### config.mk
export PLATFORM = sky130hd
export DESIGN_NAME = bus_dest_regs_flat
export DESIGN_NICKNAME = d
export VERILOG_FILES = /design/src/rtl/bus_dest_regs_if.sv /design/src/rtl/bus_dest_regs.sv /design/src/flat_wrapper.sv
export SDC_FILE = /design/constraint.sdc
export NUM_CORES = 2
export LEC_CHECK = 0
export ABC_AREA = 1
export CORE_AREA = 2 2 340 342
export DETAILED_ROUTE_END_ITERATION = 10
export DIE_AREA = 0 0 342 344
export PLACE_DENSITY = 0.51
export SETUP_SLACK_MARGIN = 0.1
export SLEW_MARGIN = 20
export SYNTH_ARGS = -nofsm -noshare
export SYNTH_HDL_FRONTEND = slang
export SYNTH_SLANG_ARGS = --single-unit
### constraint.sdc
create_clock -name clk -period 17.8 [get_ports clk]
set_clock_uncertainty 0.2 [all_clocks]
set_input_delay 5.34 -clock clk [delete_from_list [all_inputs] [get_ports clk]]
set_output_delay 5.34 -clock clk [all_outputs]
set_load 0.01 [all_outputs]
### src/rtl/bus_dest_regs_if.sv
// bus_dest_regs_if
// Groups the destination-side datapath signals of the 32-bit CPU bus.
//   master : control unit / bus mux side. Drives busIn, the 24 load strobes,
//            IncPC, Read and Mdatain. Receives the register contents and the
//            wr_ack / last_dest / dest_err status.
//   slave  : bus_dest_regs side, with the opposite directions.
// Destination index order: R0..R15 = 0..15, HI = 16, LO = 17, PC = 18,
// MDR = 19, Out_Port = 20, Y = 21, MAR = 22, IR = 23.
interface bus_dest_regs_if;
  logic [31:0] busIn;
  logic        R0in, R1in, R2in, R3in, R4in, R5in, R6in, R7in;
  logic        R8in, R9in, R10in, R11in, R12in, R13in, R14in, R15in;
  logic        HIin, LOin, PCin, MDRin, Out_Portin, Yin, MARin, IRin;
  logic        IncPC;
  logic        Read;
  logic [31:0] Mdatain;

  logic [31:0] busR0in, busR1in, busR2in, busR3in, busR4in, busR5in, busR6in, busR7in;
  logic [31:0] busR8in, busR9in, busR10in, busR11in, busR12in, busR13in, busR14in, busR15in;
  logic [31:0] busHIin, busLOin, busPCin, busMDRin;
  logic [31:0] Out_Port, Y, MAR, IR;
  logic        wr_ack;
  logic [4:0]  last_dest;
  logic        dest_err;

  modport master (
    output busIn,
    output R0in, R1in, R2in, R3in, R4in, R5in, R6in, R7in,
    output R8in, R9in, R10in, R11in, R12in, R13in, R14in, R15in,
    output HIin, LOin, PCin, MDRin, Out_Portin, Yin, MARin, IRin,
    output IncPC, Read, Mdatain,
    input  busR0in, busR1in, busR2in, busR3in, busR4in, busR5in, busR6in, busR7in,
    input  busR8in, busR9in, busR10in, busR11in, busR12in, busR13in, busR14in, busR15in,
    input  busHIin, busLOin, busPCin, busMDRin,
    input  Out_Port, Y, MAR, IR,
    input  wr_ack, last_dest, dest_err
  );

  modport slave (
    input  busIn,
    input  R0in, R1in, R2in, R3in, R4in, R5in, R6in, R7in,
    input  R8in, R9in, R10in, R11in, R12in, R13in, R14in, R15in,
    input  HIin, LOin, PCin, MDRin, Out_Portin, Yin, MARin, IRin,
    input  IncPC, Read, Mdatain,
    output busR0in, busR1in, busR2in, busR3in, busR4in, busR5in, busR6in, busR7in,
    output busR8in, busR9in, busR10in, busR11in, busR12in, busR13in, busR14in, busR15in,
    output busHIin, busLOin, busPCin, busMDRin,
    output Out_Port, Y, MAR, IR,
    output wr_ack, last_dest, dest_err
  );
endinterface

### src/rtl/bus_dest_regs.sv
// bus_dest_regs
// Destination side of the 32-bit CPU datapath bus. Loads busIn into exactly
// one of 24 destination registers per clock, selected by one-hot strobes.
// Also owns the PC increment path, the MDR memory-load path and detection
// of illegal multi-destination cycles.
// Ports:
//   clk : rising-edge clock
//   clr : synchronous active-high reset, overrides everything else
//   bus : bus_dest_regs_if.slave -- strobes, busIn, IncPC, Read, Mdatain in;
//         register contents, wr_ack, last_dest, dest_err out
// All outputs come straight from flops; nothing combinational reaches them.
module bus_dest_regs (
  input logic           clk,
  input logic           clr,
  bus_dest_regs_if.slave bus
);

  localparam int NDEST   = 24;
  localparam int IDX_PC  = 18;
  localparam int IDX_MDR = 19;

  logic [NDEST-1:0] w_strobe;
  logic [4:0]       w_count;
  logic [4:0]       w_index;
  logic             w_legal;
  logic             w_multi;
  logic [31:0]      w_q [NDEST];

  logic             r_wr_ack;
  logic [4:0]       r_last_dest;
  logic             r_dest_err;

  assign w_strobe = {bus.IRin, bus.MARin, bus.Yin, bus.Out_Portin,
                     bus.MDRin, bus.PCin, bus.LOin, bus.HIin,
                     bus.R15in, bus.R14in, bus.R13in, bus.R12in,
                     bus.R11in, bus.R10in, bus.R9in, bus.R8in,
                     bus.R7in, bus.R6in, bus.R5in, bus.R4in,
                     bus.R3in, bus.R2in, bus.R1in, bus.R0in};

  // Population count plus index of the set strobe. The index is only
  // meaningful when exactly one strobe is high.
  always_comb begin
    w_count = '0;
    w_index = '0;
    for (int i = 0; i < NDEST; i++) begin
      if (w_strobe[i]) begin
        w_count = w_count + 5'd1;
        w_index = 5'(i);
      end
    end
  end

  assign w_legal = (w_count == 5'd1);
  assign w_multi = (w_count > 5'd1);

  genvar gi;
  generate
    for (gi = 0; gi < NDEST; gi++) begin : g_dest
      logic [31:0] r_val;
      logic [31:0] w_load_val;

      // MDR takes memory data when Read is set; every other register
      // (and MDR with Read low) takes the bus.
      if (gi == IDX_MDR) begin : g_mdr_src
        assign w_load_val = bus.Read ? bus.Mdatain : bus.busIn;
      end else begin : g_bus_src
        assign w_load_val = bus.busIn;
      end

      // PC increments whenever it is not itself loaded legally, including
      // in a conflict cycle where all bus loads are suppressed.
      if (gi == IDX_PC) begin : g_pc
        always_ff @(posedge clk) begin
          if (clr) begin
            r_val <= '0;
          end else if (w_legal && w_strobe[gi]) begin
            r_val <= w_load_val;
          end else if (bus.IncPC) begin
            r_val <= r_val + 32'd1;
          end
        end
      end else begin : g_plain
        always_ff @(posedge clk) begin
          if (clr) begin
            r_val <= '0;
          end else if (w_legal && w_strobe[gi]) begin
            r_val <= w_load_val;
          end
        end
      end

      assign w_q[gi] = r_val;
    end
  endgenerate

  always_ff @(posedge clk) begin
    if (clr) begin
      r_wr_ack    <= 1'b0;
      r_last_dest <= '0;
      r_dest_err  <= 1'b0;
    end else begin
      r_wr_ack <= w_legal;
      if (w_legal) begin
        r_last_dest <= w_index;
      end
      // Sticky until clr.
      if (w_multi) begin
        r_dest_err <= 1'b1;
      end
    end
  end

  assign bus.busR0in   = w_q[0];
  assign bus.busR1in   = w_q[1];
  assign bus.busR2in   = w_q[2];
  assign bus.busR3in   = w_q[3];
  assign bus.busR4in   = w_q[4];
  assign bus.busR5in   = w_q[5];
  assign bus.busR6in   = w_q[6];
  assign bus.busR7in   = w_q[7];
  assign bus.busR8in   = w_q[8];
  assign bus.busR9in   = w_q[9];
  assign bus.busR10in  = w_q[10];
  assign bus.busR11in  = w_q[11];
  assign bus.busR12in  = w_q[12];
  assign bus.busR13in  = w_q[13];
  assign bus.busR14in  = w_q[14];
  assign bus.busR15in  = w_q[15];
  assign bus.busHIin   = w_q[16];
  assign bus.busLOin   = w_q[17];
  assign bus.busPCin   = w_q[18];
  assign bus.busMDRin  = w_q[19];
  assign bus.Out_Port  = w_q[20];
  assign bus.Y         = w_q[21];
  assign bus.MAR       = w_q[22];
  assign bus.IR        = w_q[23];

  assign bus.wr_ack    = r_wr_ack;
  assign bus.last_dest = r_last_dest;
  assign bus.dest_err  = r_dest_err;

endmodule

### src/flat_wrapper.sv
// flat-port wrapper written by rule: the top's interface ports become plain ports
module bus_dest_regs_flat 
  (clk, clr, bus_busIn, bus_R0in, bus_R1in, bus_R2in, bus_R3in, bus_R4in, bus_R5in, bus_R6in, bus_R7in, bus_R8in, bus_R9in, bus_R10in, bus_R11in, bus_R12in, bus_R13in, bus_R14in, bus_R15in, bus_HIin, bus_LOin, bus_PCin, bus_MDRin, bus_Out_Portin, bus_Yin, bus_MARin, bus_IRin, bus_IncPC, bus_Read, bus_Mdatain, bus_busR0in, bus_busR1in, bus_busR2in, bus_busR3in, bus_busR4in, bus_busR5in, bus_busR6in, bus_busR7in, bus_busR8in, bus_busR9in, bus_busR10in, bus_busR11in, bus_busR12in, bus_busR13in, bus_busR14in, bus_busR15in, bus_busHIin, bus_busLOin, bus_busPCin, bus_busMDRin, bus_Out_Port, bus_Y, bus_MAR, bus_IR, bus_wr_ack, bus_last_dest, bus_dest_err);
  bus_dest_regs_if bus_i ();
  input logic clk;
  input logic clr;
  input wire logic [$bits(bus_i.busIn)-1:0] bus_busIn;
  input wire logic [$bits(bus_i.R0in)-1:0] bus_R0in;
  input wire logic [$bits(bus_i.R1in)-1:0] bus_R1in;
  input wire logic [$bits(bus_i.R2in)-1:0] bus_R2in;
  input wire logic [$bits(bus_i.R3in)-1:0] bus_R3in;
  input wire logic [$bits(bus_i.R4in)-1:0] bus_R4in;
  input wire logic [$bits(bus_i.R5in)-1:0] bus_R5in;
  input wire logic [$bits(bus_i.R6in)-1:0] bus_R6in;
  input wire logic [$bits(bus_i.R7in)-1:0] bus_R7in;
  input wire logic [$bits(bus_i.R8in)-1:0] bus_R8in;
  input wire logic [$bits(bus_i.R9in)-1:0] bus_R9in;
  input wire logic [$bits(bus_i.R10in)-1:0] bus_R10in;
  input wire logic [$bits(bus_i.R11in)-1:0] bus_R11in;
  input wire logic [$bits(bus_i.R12in)-1:0] bus_R12in;
  input wire logic [$bits(bus_i.R13in)-1:0] bus_R13in;
  input wire logic [$bits(bus_i.R14in)-1:0] bus_R14in;
  input wire logic [$bits(bus_i.R15in)-1:0] bus_R15in;
  input wire logic [$bits(bus_i.HIin)-1:0] bus_HIin;
  input wire logic [$bits(bus_i.LOin)-1:0] bus_LOin;
  input wire logic [$bits(bus_i.PCin)-1:0] bus_PCin;
  input wire logic [$bits(bus_i.MDRin)-1:0] bus_MDRin;
  input wire logic [$bits(bus_i.Out_Portin)-1:0] bus_Out_Portin;
  input wire logic [$bits(bus_i.Yin)-1:0] bus_Yin;
  input wire logic [$bits(bus_i.MARin)-1:0] bus_MARin;
  input wire logic [$bits(bus_i.IRin)-1:0] bus_IRin;
  input wire logic [$bits(bus_i.IncPC)-1:0] bus_IncPC;
  input wire logic [$bits(bus_i.Read)-1:0] bus_Read;
  input wire logic [$bits(bus_i.Mdatain)-1:0] bus_Mdatain;
  output wire logic [$bits(bus_i.busR0in)-1:0] bus_busR0in;
  output wire logic [$bits(bus_i.busR1in)-1:0] bus_busR1in;
  output wire logic [$bits(bus_i.busR2in)-1:0] bus_busR2in;
  output wire logic [$bits(bus_i.busR3in)-1:0] bus_busR3in;
  output wire logic [$bits(bus_i.busR4in)-1:0] bus_busR4in;
  output wire logic [$bits(bus_i.busR5in)-1:0] bus_busR5in;
  output wire logic [$bits(bus_i.busR6in)-1:0] bus_busR6in;
  output wire logic [$bits(bus_i.busR7in)-1:0] bus_busR7in;
  output wire logic [$bits(bus_i.busR8in)-1:0] bus_busR8in;
  output wire logic [$bits(bus_i.busR9in)-1:0] bus_busR9in;
  output wire logic [$bits(bus_i.busR10in)-1:0] bus_busR10in;
  output wire logic [$bits(bus_i.busR11in)-1:0] bus_busR11in;
  output wire logic [$bits(bus_i.busR12in)-1:0] bus_busR12in;
  output wire logic [$bits(bus_i.busR13in)-1:0] bus_busR13in;
  output wire logic [$bits(bus_i.busR14in)-1:0] bus_busR14in;
  output wire logic [$bits(bus_i.busR15in)-1:0] bus_busR15in;
  output wire logic [$bits(bus_i.busHIin)-1:0] bus_busHIin;
  output wire logic [$bits(bus_i.busLOin)-1:0] bus_busLOin;
  output wire logic [$bits(bus_i.busPCin)-1:0] bus_busPCin;
  output wire logic [$bits(bus_i.busMDRin)-1:0] bus_busMDRin;
  output wire logic [$bits(bus_i.Out_Port)-1:0] bus_Out_Port;
  output wire logic [$bits(bus_i.Y)-1:0] bus_Y;
  output wire logic [$bits(bus_i.MAR)-1:0] bus_MAR;
  output wire logic [$bits(bus_i.IR)-1:0] bus_IR;
  output wire logic [$bits(bus_i.wr_ack)-1:0] bus_wr_ack;
  output wire logic [$bits(bus_i.last_dest)-1:0] bus_last_dest;
  output wire logic [$bits(bus_i.dest_err)-1:0] bus_dest_err;
  assign bus_i.busIn = bus_busIn;
  assign bus_i.R0in = bus_R0in;
  assign bus_i.R1in = bus_R1in;
  assign bus_i.R2in = bus_R2in;
  assign bus_i.R3in = bus_R3in;
  assign bus_i.R4in = bus_R4in;
  assign bus_i.R5in = bus_R5in;
  assign bus_i.R6in = bus_R6in;
  assign bus_i.R7in = bus_R7in;
  assign bus_i.R8in = bus_R8in;
  assign bus_i.R9in = bus_R9in;
  assign bus_i.R10in = bus_R10in;
  assign bus_i.R11in = bus_R11in;
  assign bus_i.R12in = bus_R12in;
  assign bus_i.R13in = bus_R13in;
  assign bus_i.R14in = bus_R14in;
  assign bus_i.R15in = bus_R15in;
  assign bus_i.HIin = bus_HIin;
  assign bus_i.LOin = bus_LOin;
  assign bus_i.PCin = bus_PCin;
  assign bus_i.MDRin = bus_MDRin;
  assign bus_i.Out_Portin = bus_Out_Portin;
  assign bus_i.Yin = bus_Yin;
  assign bus_i.MARin = bus_MARin;
  assign bus_i.IRin = bus_IRin;
  assign bus_i.IncPC = bus_IncPC;
  assign bus_i.Read = bus_Read;
  assign bus_i.Mdatain = bus_Mdatain;
  assign bus_busR0in = bus_i.busR0in;
  assign bus_busR1in = bus_i.busR1in;
  assign bus_busR2in = bus_i.busR2in;
  assign bus_busR3in = bus_i.busR3in;
  assign bus_busR4in = bus_i.busR4in;
  assign bus_busR5in = bus_i.busR5in;
  assign bus_busR6in = bus_i.busR6in;
  assign bus_busR7in = bus_i.busR7in;
  assign bus_busR8in = bus_i.busR8in;
  assign bus_busR9in = bus_i.busR9in;
  assign bus_busR10in = bus_i.busR10in;
  assign bus_busR11in = bus_i.busR11in;
  assign bus_busR12in = bus_i.busR12in;
  assign bus_busR13in = bus_i.busR13in;
  assign bus_busR14in = bus_i.busR14in;
  assign bus_busR15in = bus_i.busR15in;
  assign bus_busHIin = bus_i.busHIin;
  assign bus_busLOin = bus_i.busLOin;
  assign bus_busPCin = bus_i.busPCin;
  assign bus_busMDRin = bus_i.busMDRin;
  assign bus_Out_Port = bus_i.Out_Port;
  assign bus_Y = bus_i.Y;
  assign bus_MAR = bus_i.MAR;
  assign bus_IR = bus_i.IR;
  assign bus_wr_ack = bus_i.wr_ack;
  assign bus_last_dest = bus_i.last_dest;
  assign bus_dest_err = bus_i.dest_err;
  bus_dest_regs u_core (.clk(clk), .clr(clr), .bus(bus_i));
endmodule
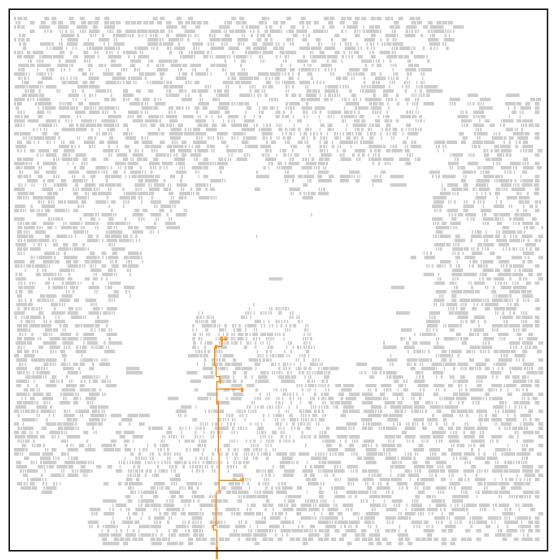
port_trees.png
color	port	bits	direction	end cells	wire
orange	bus_MARin	1	input	7	185 um

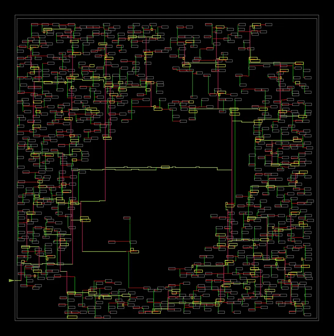
clock_nets.png
clock sinks: 775
clock buffer count from CTS: 91
power in the clock group: 1930 uW
clk ins delay skew pair: 0.67 ns

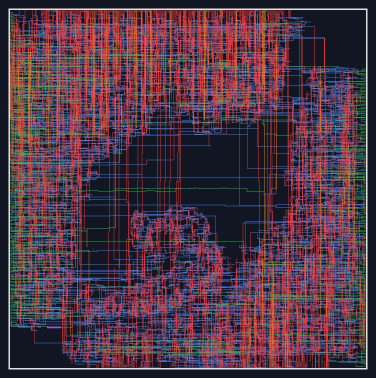
layers.png
color	layer	wire length
orange	M4	6210 um
green	M3	13200 um
red	M2	73.9 mm
purple	M5	12.0 um
blue	M1	65.2 mm

==> results_slide.txt <==
Physical Implementation Snapshot

Min path
  – Worst min-delay path class: register to register

Power
  – Switching share of power: 0.344
  – Share of total power in sequential cells: 0.359
  – Total internal power: 3920 uW

Layout
  – Share of final-layout standard cells stronger than drive strength 1: 0.0895
  – Area delta synth->final: 42.0%
  – Proportion of cell area occupied by multi-input gates: 0.320
  – Number of non-clock inverters in the layout: 171
  – Number of buffers outside the clock class in the layout: 994

Routing
  – Drt total wl: 159000 um
  – Routed vias: 32800

Critical path
  – Critical path startpoint category: primary input
  – Endpoint arrival time on the critical path: 17.01 ns
  – Cell with the biggest individual delay on the critical path: sky130_fd_sc_hd__clkdlybuf4s50_1

Synth
  – Leading post-synthesis cells by cell area: sky130_fd_sc_hd__dfxtp_1 48%, sky130_fd_sc_hd__nor2_1 17%, sky130_fd_sc_hd__o21ai_1 7.4%, sky130_fd_sc_hd__nand2_1 5.6%, sky130_fd_sc_hd__o21ai_0 4.7%
  – Number of register bits inferred by synthesis: 775

Global routing
  – Initial antenna violation count: 13
  – Overall Global Routing Usage: 0.253
  – Global-route wire length before repair: 221000 um

Clocking
  – Clock edge transition at the registers on the reported setup and hold paths: 0.06 ns
  – Number of hold buffers added after cts: 0

Die
  – Chip area: 0.118 mm^2
  – Std cell rows: 124

STA
  – Max transition margin: 0.257
  – Hold slack: 0.285 ns
  – Final slew viol count: 0
  – Ratio of final minimum period to clock period: 0.937

Run status
  – Run status: finished, final reports clean

Job
  – Number of warnings in the stage logs: 38
  – Number of maximum-capacitance violations: 0
[kinds of logic after synthesis]
| group | after synthesis | share of synthesized area |
|---|---|---|
| mux | 1 | 0.000346 |
| fa+ha+maj | 25 | 0.00962 |
| xor+xnor | 25 | 0.00674 |
| simple gates | 2368 | 0.305 |
| flops | 775 | 0.477 |
| buf+inv | 504 | 0.0727 |
| compound gates | 829 | 0.128 |
[synthesized netlist by cell type, drive strengths merged]
cell	instances
a21boi	1
a21oi	42
buf	213
clkbuf	120
clkinv	8
dfxtp	775
ha	25
inv	163
mux2	1
nand2	538
nand3	192
nand3b	10
nand4	40
nor2	1553
nor3	9
nor4	6
o21ai	786
or2	19
or4	1
xnor2	7
xor2	18
[what timing repair did]
item                                    4_1_cts  5_1_grt
resized                                       0       28
buffers inserted                              0       13
endpoints found under the setup margin        0      774
[layer usage]
layer  vias up  global-route usage  routed length [um]
met5         -                   0                  11
met3       232              0.0612               13200
met4         2              0.0940                6210
li1      15900                   -                   -
met2      1226               0.420               73900
met1     15400               0.319               65200
[critical path, delay by kind of cell]
family                     cells  cell delay [ns]
buffers and inverters          9             1.24
adders and majority gates     12             3.28
and+or+nand+nor               62             6.98
xor gates and xnor gates       1             0.13
[worst paths after layout]
path	endpoint	slack, ns	depth (start not counted)
max	u_core.bus.busR10in[19]	1.12	84
min	u_core.bus.last_dest[0]	0.28	2
max reg2reg	u_core.bus.busPCin[28]	14.39	20
min reg2reg	u_core.bus.last_dest[0]	0.28	2
[power groups by stage]
| stage | combinational (uW) | clock [uW] | sequential (uW) |
|---|---|---|---|
| after floorplan | 761 | 0 | 2280 |
| after global placement | 1840 | 0 | 2170 |
| after detailed placement | 1840 | 0 | 2170 |
| after CTS | 1850 | 1970 | 2140 |
| after global routing | 2040 | 2040 | 2170 |
| final | 1890 | 1930 | 2150 |
Power figures rest on the tool's default switching activity, not on a simulated workload.
